<file path="src/rtl/scrod_trg_endpoint_if.sv">
// Trigger-handshake bundle between a SCROD lane endpoint and its surrounding logic.
// The endpoint connects through the slave modport; the driving side uses master.
interface scrod_trg_endpoint_if #(
  parameter int unsigned CNT_W = 16
);
  logic                 ENABLE;
  logic                 LOCAL_HIT;
  logic                 TRG_IN;
  logic                 READOUT_DONE;
  logic                 ACK_OUT;
  logic                 READOUT_START;
  logic                 BUSY;
  logic [2*CNT_W-1:0]   TRG_STATISTICS;

  modport master (
    output ENABLE, LOCAL_HIT, TRG_IN, READOUT_DONE,
    input  ACK_OUT, READOUT_START, BUSY, TRG_STATISTICS
  );

  modport slave (
    input  ENABLE, LOCAL_HIT, TRG_IN, READOUT_DONE,
    output ACK_OUT, READOUT_START, BUSY, TRG_STATISTICS
  );
endinterface

</file>
<file path="src/rtl/scrod_trg_endpoint.sv">
// SCROD-side ACK/TRG trigger endpoint: request, trigger accept, readout busy and deadtime.
// Optional saturating accept/miss statistics are built only when TRG_ENDPOINT_STATS_EN is defined.
module scrod_trg_endpoint #(
  parameter int unsigned REQ_TIMEOUT = 64,
  parameter int unsigned DEADTIME    = 16,
  parameter int unsigned CNT_W       = 16
) (
  input  logic                  CLK_80MHZ,
  input  logic                  RESET_N,
  scrod_trg_endpoint_if.slave   bus
);

  localparam int unsigned TMAX = (REQ_TIMEOUT > DEADTIME) ? REQ_TIMEOUT : DEADTIME;
  localparam int unsigned TW   = $clog2(TMAX) + 1;

  typedef logic [TW-1:0] timer_t;

  localparam timer_t REQ_LAST  = timer_t'(REQ_TIMEOUT - 1);
  localparam timer_t DEAD_LAST = timer_t'(DEADTIME - 1);

  typedef enum logic [1:0] {
    IDLE,
    REQUEST,
    READOUT,
    DEAD
  } state_t;

  state_t state, state_n;
  timer_t timer, timer_n;

  logic trg_sync1, trg_sync2, trg_sync3;
  logic trg_edge, trg_evt;
  logic ack, ack_n;
  logic rstart, rstart_n;
  logic busy, busy_n;

  // Two-flop synchroniser, edge register, then one pipeline stage on the
  // detected edge so READOUT_START lands on the cycle after edge k+3.
  always_ff @(posedge CLK_80MHZ or negedge RESET_N) begin
    if (!RESET_N) begin
      trg_sync1 <= 1'b0;
      trg_sync2 <= 1'b0;
      trg_sync3 <= 1'b0;
      trg_evt   <= 1'b0;
    end else begin
      trg_sync1 <= bus.TRG_IN;
      trg_sync2 <= trg_sync1;
      trg_sync3 <= trg_sync2;
      trg_evt   <= trg_edge;
    end
  end

  assign trg_edge = trg_sync2 & ~trg_sync3;

  always_comb begin
    state_n = state;
    timer_n = timer;
    case (state)
      IDLE: begin
        if (trg_evt) begin
          state_n = READOUT;
        end else if (bus.LOCAL_HIT && bus.ENABLE) begin
          state_n = REQUEST;
          timer_n = '0;
        end
      end
      REQUEST: begin
        if (trg_evt) begin
          state_n = READOUT;
        end else if (timer == REQ_LAST) begin
          state_n = DEAD;
          timer_n = '0;
        end else begin
          timer_n = timer + timer_t'(1);
        end
      end
      READOUT: begin
        if (bus.READOUT_DONE) begin
          state_n = DEAD;
          timer_n = '0;
        end
      end
      DEAD: begin
        if (timer == DEAD_LAST) begin
          state_n = IDLE;
        end else begin
          timer_n = timer + timer_t'(1);
        end
      end
      default: begin
        state_n = IDLE;
        timer_n = '0;
      end
    endcase

    ack_n    = (state_n == REQUEST);
    busy_n   = (state_n == READOUT) || (state_n == DEAD);
    rstart_n = (state_n == READOUT) && (state != READOUT);
  end

  always_ff @(posedge CLK_80MHZ or negedge RESET_N) begin
    if (!RESET_N) begin
      state  <= IDLE;
      timer  <= '0;
      ack    <= 1'b0;
      rstart <= 1'b0;
      busy   <= 1'b0;
    end else begin
      state  <= state_n;
      timer  <= timer_n;
      ack    <= ack_n;
      rstart <= rstart_n;
      busy   <= busy_n;
    end
  end

  assign bus.ACK_OUT       = ack;
  assign bus.READOUT_START = rstart;
  assign bus.BUSY          = busy;

`ifdef TRG_ENDPOINT_STATS_EN
  typedef logic [CNT_W-1:0] cnt_t;

  cnt_t accept_cnt, miss_cnt;
  logic accept_inc, miss_inc;

  // A timeout miss (REQUEST) and an ignored trigger (READOUT/DEAD) can never
  // coincide, so a single-step increment per cycle is sufficient.
  assign accept_inc = rstart_n;
  assign miss_inc   = (trg_evt && ((state == READOUT) || (state == DEAD))) ||
                      ((state == REQUEST) && !trg_evt && (timer == REQ_LAST));

  always_ff @(posedge CLK_80MHZ or negedge RESET_N) begin
    if (!RESET_N) begin
      accept_cnt <= '0;
      miss_cnt   <= '0;
    end else begin
      if (accept_inc && (accept_cnt != '1)) begin
        accept_cnt <= accept_cnt + cnt_t'(1);
      end
      if (miss_inc && (miss_cnt != '1)) begin
        miss_cnt <= miss_cnt + cnt_t'(1);
      end
    end
  end

  assign bus.TRG_STATISTICS = {miss_cnt, accept_cnt};
`else
  assign bus.TRG_STATISTICS = '0;
`endif

endmodule

</file>
<file path="src/flat_wrapper.sv">
// flat-port wrapper written by rule: the top's interface ports become plain ports
module scrod_trg_endpoint_flat 
#(
  parameter int unsigned REQ_TIMEOUT = 64,
  parameter int unsigned DEADTIME    = 16,
  parameter int unsigned CNT_W       = 16
)
  (CLK_80MHZ, RESET_N, bus_ENABLE, bus_LOCAL_HIT, bus_TRG_IN, bus_READOUT_DONE, bus_ACK_OUT, bus_READOUT_START, bus_BUSY, bus_TRG_STATISTICS);
  scrod_trg_endpoint_if #(.CNT_W(CNT_W)) bus_i ();
  input  logic CLK_80MHZ;
  input  logic RESET_N;
  input wire logic [$bits(bus_i.ENABLE)-1:0] bus_ENABLE;
  input wire logic [$bits(bus_i.LOCAL_HIT)-1:0] bus_LOCAL_HIT;
  input wire logic [$bits(bus_i.TRG_IN)-1:0] bus_TRG_IN;
  input wire logic [$bits(bus_i.READOUT_DONE)-1:0] bus_READOUT_DONE;
  output wire logic [$bits(bus_i.ACK_OUT)-1:0] bus_ACK_OUT;
  output wire logic [$bits(bus_i.READOUT_START)-1:0] bus_READOUT_START;
  output wire logic [$bits(bus_i.BUSY)-1:0] bus_BUSY;
  output wire logic [$bits(bus_i.TRG_STATISTICS)-1:0] bus_TRG_STATISTICS;
  assign bus_i.ENABLE = bus_ENABLE;
  assign bus_i.LOCAL_HIT = bus_LOCAL_HIT;
  assign bus_i.TRG_IN = bus_TRG_IN;
  assign bus_i.READOUT_DONE = bus_READOUT_DONE;
  assign bus_ACK_OUT = bus_i.ACK_OUT;
  assign bus_READOUT_START = bus_i.READOUT_START;
  assign bus_BUSY = bus_i.BUSY;
  assign bus_TRG_STATISTICS = bus_i.TRG_STATISTICS;
  scrod_trg_endpoint #(.REQ_TIMEOUT(REQ_TIMEOUT), .DEADTIME(DEADTIME), .CNT_W(CNT_W)) u_core (.CLK_80MHZ(CLK_80MHZ), .RESET_N(RESET_N), .bus(bus_i));
endmodule
</file>
<file path="config.mk">
export PLATFORM = sky130hd
export DESIGN_NAME = scrod_trg_endpoint_flat
export DESIGN_NICKNAME = d
export VERILOG_FILES = /design/src/rtl/scrod_trg_endpoint_if.sv /design/src/rtl/scrod_trg_endpoint.sv /design/src/flat_wrapper.sv
export SDC_FILE = /design/constraint.sdc
export NUM_CORES = 1
export LEC_CHECK = 0
export CAP_MARGIN = 20
export CORE_MARGIN = 2
export CORE_UTILIZATION = 30
export DETAILED_ROUTE_END_ITERATION = 7
export GPL_ROUTABILITY_DRIVEN = 0
export PLACE_DENSITY = 0.6
export SETUP_SLACK_MARGIN = 0.5
export SYNTH_ARGS = -nofsm -noshare
export SYNTH_HDL_FRONTEND = slang
export SYNTH_SLANG_ARGS = --single-unit
</file>
<file path="constraint.sdc">
create_clock -name CLK_80MHZ -period 1.6 [get_ports CLK_80MHZ]
set_input_delay 0.24 -clock CLK_80MHZ [delete_from_list [all_inputs] [get_ports CLK_80MHZ]]
set_output_delay 0.24 -clock CLK_80MHZ [all_outputs]
set_load 0.05 [all_outputs]
</file>
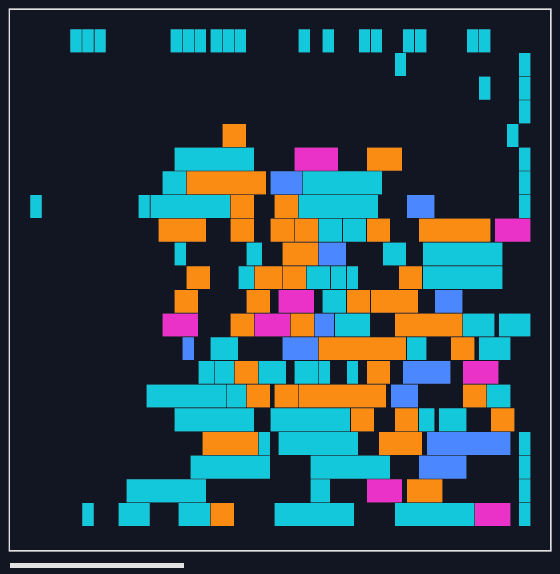
**Above:** sizing map.
The bar under the picture is 20 um long.
- x3 and x4: orange (cells 38)
- x6 and larger: magenta (cells 8)
- x1 and smaller: cyan (cells 79)
- x2: blue (cells 11)
Area growth, synth to finish: 39.03%
cell area after layout: 1404 um^2
count of plain and timing-repair buffers in the layout: 34

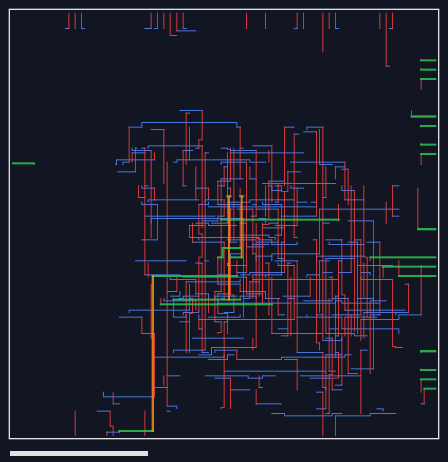
**Above:** wiring by layer.
The bar under the picture is 20 um long.
- M2: red (wire length 1110 um)
- M3: green (wire length 118 um)
- M1: blue (wire length 821 um)
- M4: orange (wire length 46.2 um)
total number of vias: 785
total wirelength of the detailed-routed design: 2093 um
Routed wire per std cell: 11.50 um
All-Layer GR Usage: 0.1098

==> impl_metrics.ini <==
; yosys + openroad results
[finish]
post_route_cells_drive_above_1_share = 0.4191
mostFrequentLayoutCells = 32 x sky130_fd_sc_hd__conb_1, 22 x sky130_fd_sc_hd__buf_4, 15 x sky130_fd_sc_hd__dfrtp_1
num-nets-final = 144
final_core_util = 0.4274

[synth]
synth.cell_area_um2 = 1010
muxShareOfSynthArea = 0.02478
synth.cellmix.adderShare = 0.01239

[routing]
detailed_route_vias_per_instance = 4.313
route.antenna.remaining_nets = 0
drt_pass1_iterations = 4
top_layer = met4

[status]
run_status = complete, no violations

[critical_path]
worst_ep_required_time_ps = 1780
top_family_by_delay_on_critical_path = simple AND/OR/NAND/NOR gates

[global_route]
grt_max_degree = 17

[floorplan]
design.die.area_um2 = 3846

[pwr]
p_leak_nw = 0.6365

[cts]
cts_root_buffer = sky130_fd_sc_hd__clkbuf_4
late_pin_clk_latency_ps = 290
cts_buffers = 3

[sta]
finalClockPeriodUsage = 0.9637

[placement]
dp_cells = 171
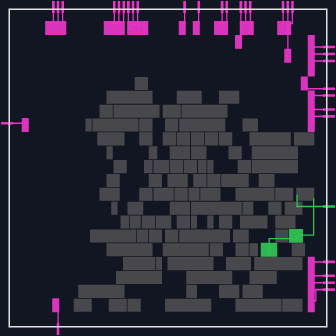
**Above:** wires at chosen ports, followed through buffers.
- bus_TRG_STATISTICS: magenta (direction output; end cells 32; buffers 0; wire 100 um)
- bus_ENABLE: green (direction input; end cells 2; buffers 1; wire 27.1 um)
buffers added on ports: 8
number of placed I/O pins: 41

[power by group]
part / switching, mW / total (mW) / internal, mW
clock: 0.133 / 0.271 / 0.139
sequential: 0.0599 / 0.523 / 0.463
combinational: 0.384 / 0.681 / 0.297
total: 0.576 / 1.48 / 0.899
[timing repair]
| item | 4_1_cts | 5_1_grt |
|---|---|---|
| pin swaps | 4 | 4 |
| resized | 13 | 16 |
| setup buffers | 3 | 4 |
| setup endpoints to repair | 11 | 14 |
[logic make-up after synthesis]
group,after synthesis
buf+inv,38
simple gates,24
mux,2
compound gates,20
fa+ha+maj,1
flops,16
other cells,1
[synthesized netlist by cell type (2+ instances only)]
library cell                instances  area (um^2)
sky130_fd_sc_hd__a21oi_1            2        10.01
sky130_fd_sc_hd__nand3_1            3        15.01
sky130_fd_sc_hd__o31ai_1            4        30.03
sky130_fd_sc_hd__nor2b_1            2        12.51
sky130_fd_sc_hd__nor3_1             2        10.01
sky130_fd_sc_hd__buf_2              3        15.01
sky130_fd_sc_hd__or4_1              2        15.01
sky130_fd_sc_hd__buf_4             32        240.2
sky130_fd_sc_hd__dfrtp_1           16        400.4
sky130_fd_sc_hd__a22o_1             2        17.52
sky130_fd_sc_hd__nand2_1            3        11.26
sky130_fd_sc_hd__nor2_1             3        11.26
sky130_fd_sc_hd__o21ai_0            2        10.01
sky130_fd_sc_hd__a2bb2oi_1          2        17.52
sky130_fd_sc_hd__inv_1              2        7.510
sky130_fd_sc_hd__nand2b_1           2        12.51
[layout make-up]
type,instances,share of cell area
multi-input cells,79,0.4296
flip-flops and latches,16,0.2861
repair buffers,34,0.2094
well taps,46,0.04100
clock buffers,4,0.02585
inverters,3,0.008021
[per-layer routing]
| metal | GRT usage | vias to the layer above |
|---|---|---|
| met2 | 0.1860 | 29 |
| met4 | 0.06079 | 0 |
| met1 | 0.1334 | 386 |
| met3 | 0.01449 | 6 |
| li1 | - | 364 |
| met5 | 0 | - |
[flip-flops by register name, summed over array words and instances, names as in the netlist]
name and flops:
u_core.bus.ACK_OUT 1, u_core.bus.BUSY 1, u_core.bus.READOUT_START 1, u_core.state 2, u_core.timer 7, u_core.trg_evt 1
u_core.trg_sync1 1, u_core.trg_sync2 1, u_core.trg_sync3 1
[stage by stage]
stage               power (mW)  instance area (um^2)
finish                   1.475                  1404
global route             1.563                  1404
CTS                      1.419                  1300
detailed placement       1.086                  1171
global placement         1.071                  1171
floorplan               0.9662                  1160
[final timing paths]
| path | startpoint | endpoint | slack [ps] | cells past startpoint |
|---|---|---|---|---|
| max reg2reg | u_core.state[1] | u_core.timer[0] | 60 | 5 |
| min in group CLK_80MHZ | u_core.trg_sync1 | u_core.trg_sync2 | 350 | 0 |
| min reg2reg | u_core.trg_sync1 | u_core.trg_sync2 | 350 | 0 |
| min | RESET_N | u_core.timer[4] | 260 | 2 |
| max | u_core.state[1] | u_core.timer[0] | 60 | 5 |
| max in group asynchronous | RESET_N | u_core.state[1] | 1140 | 2 |
Power figures rest on the tool's default switching activity, not on a simulated workload.
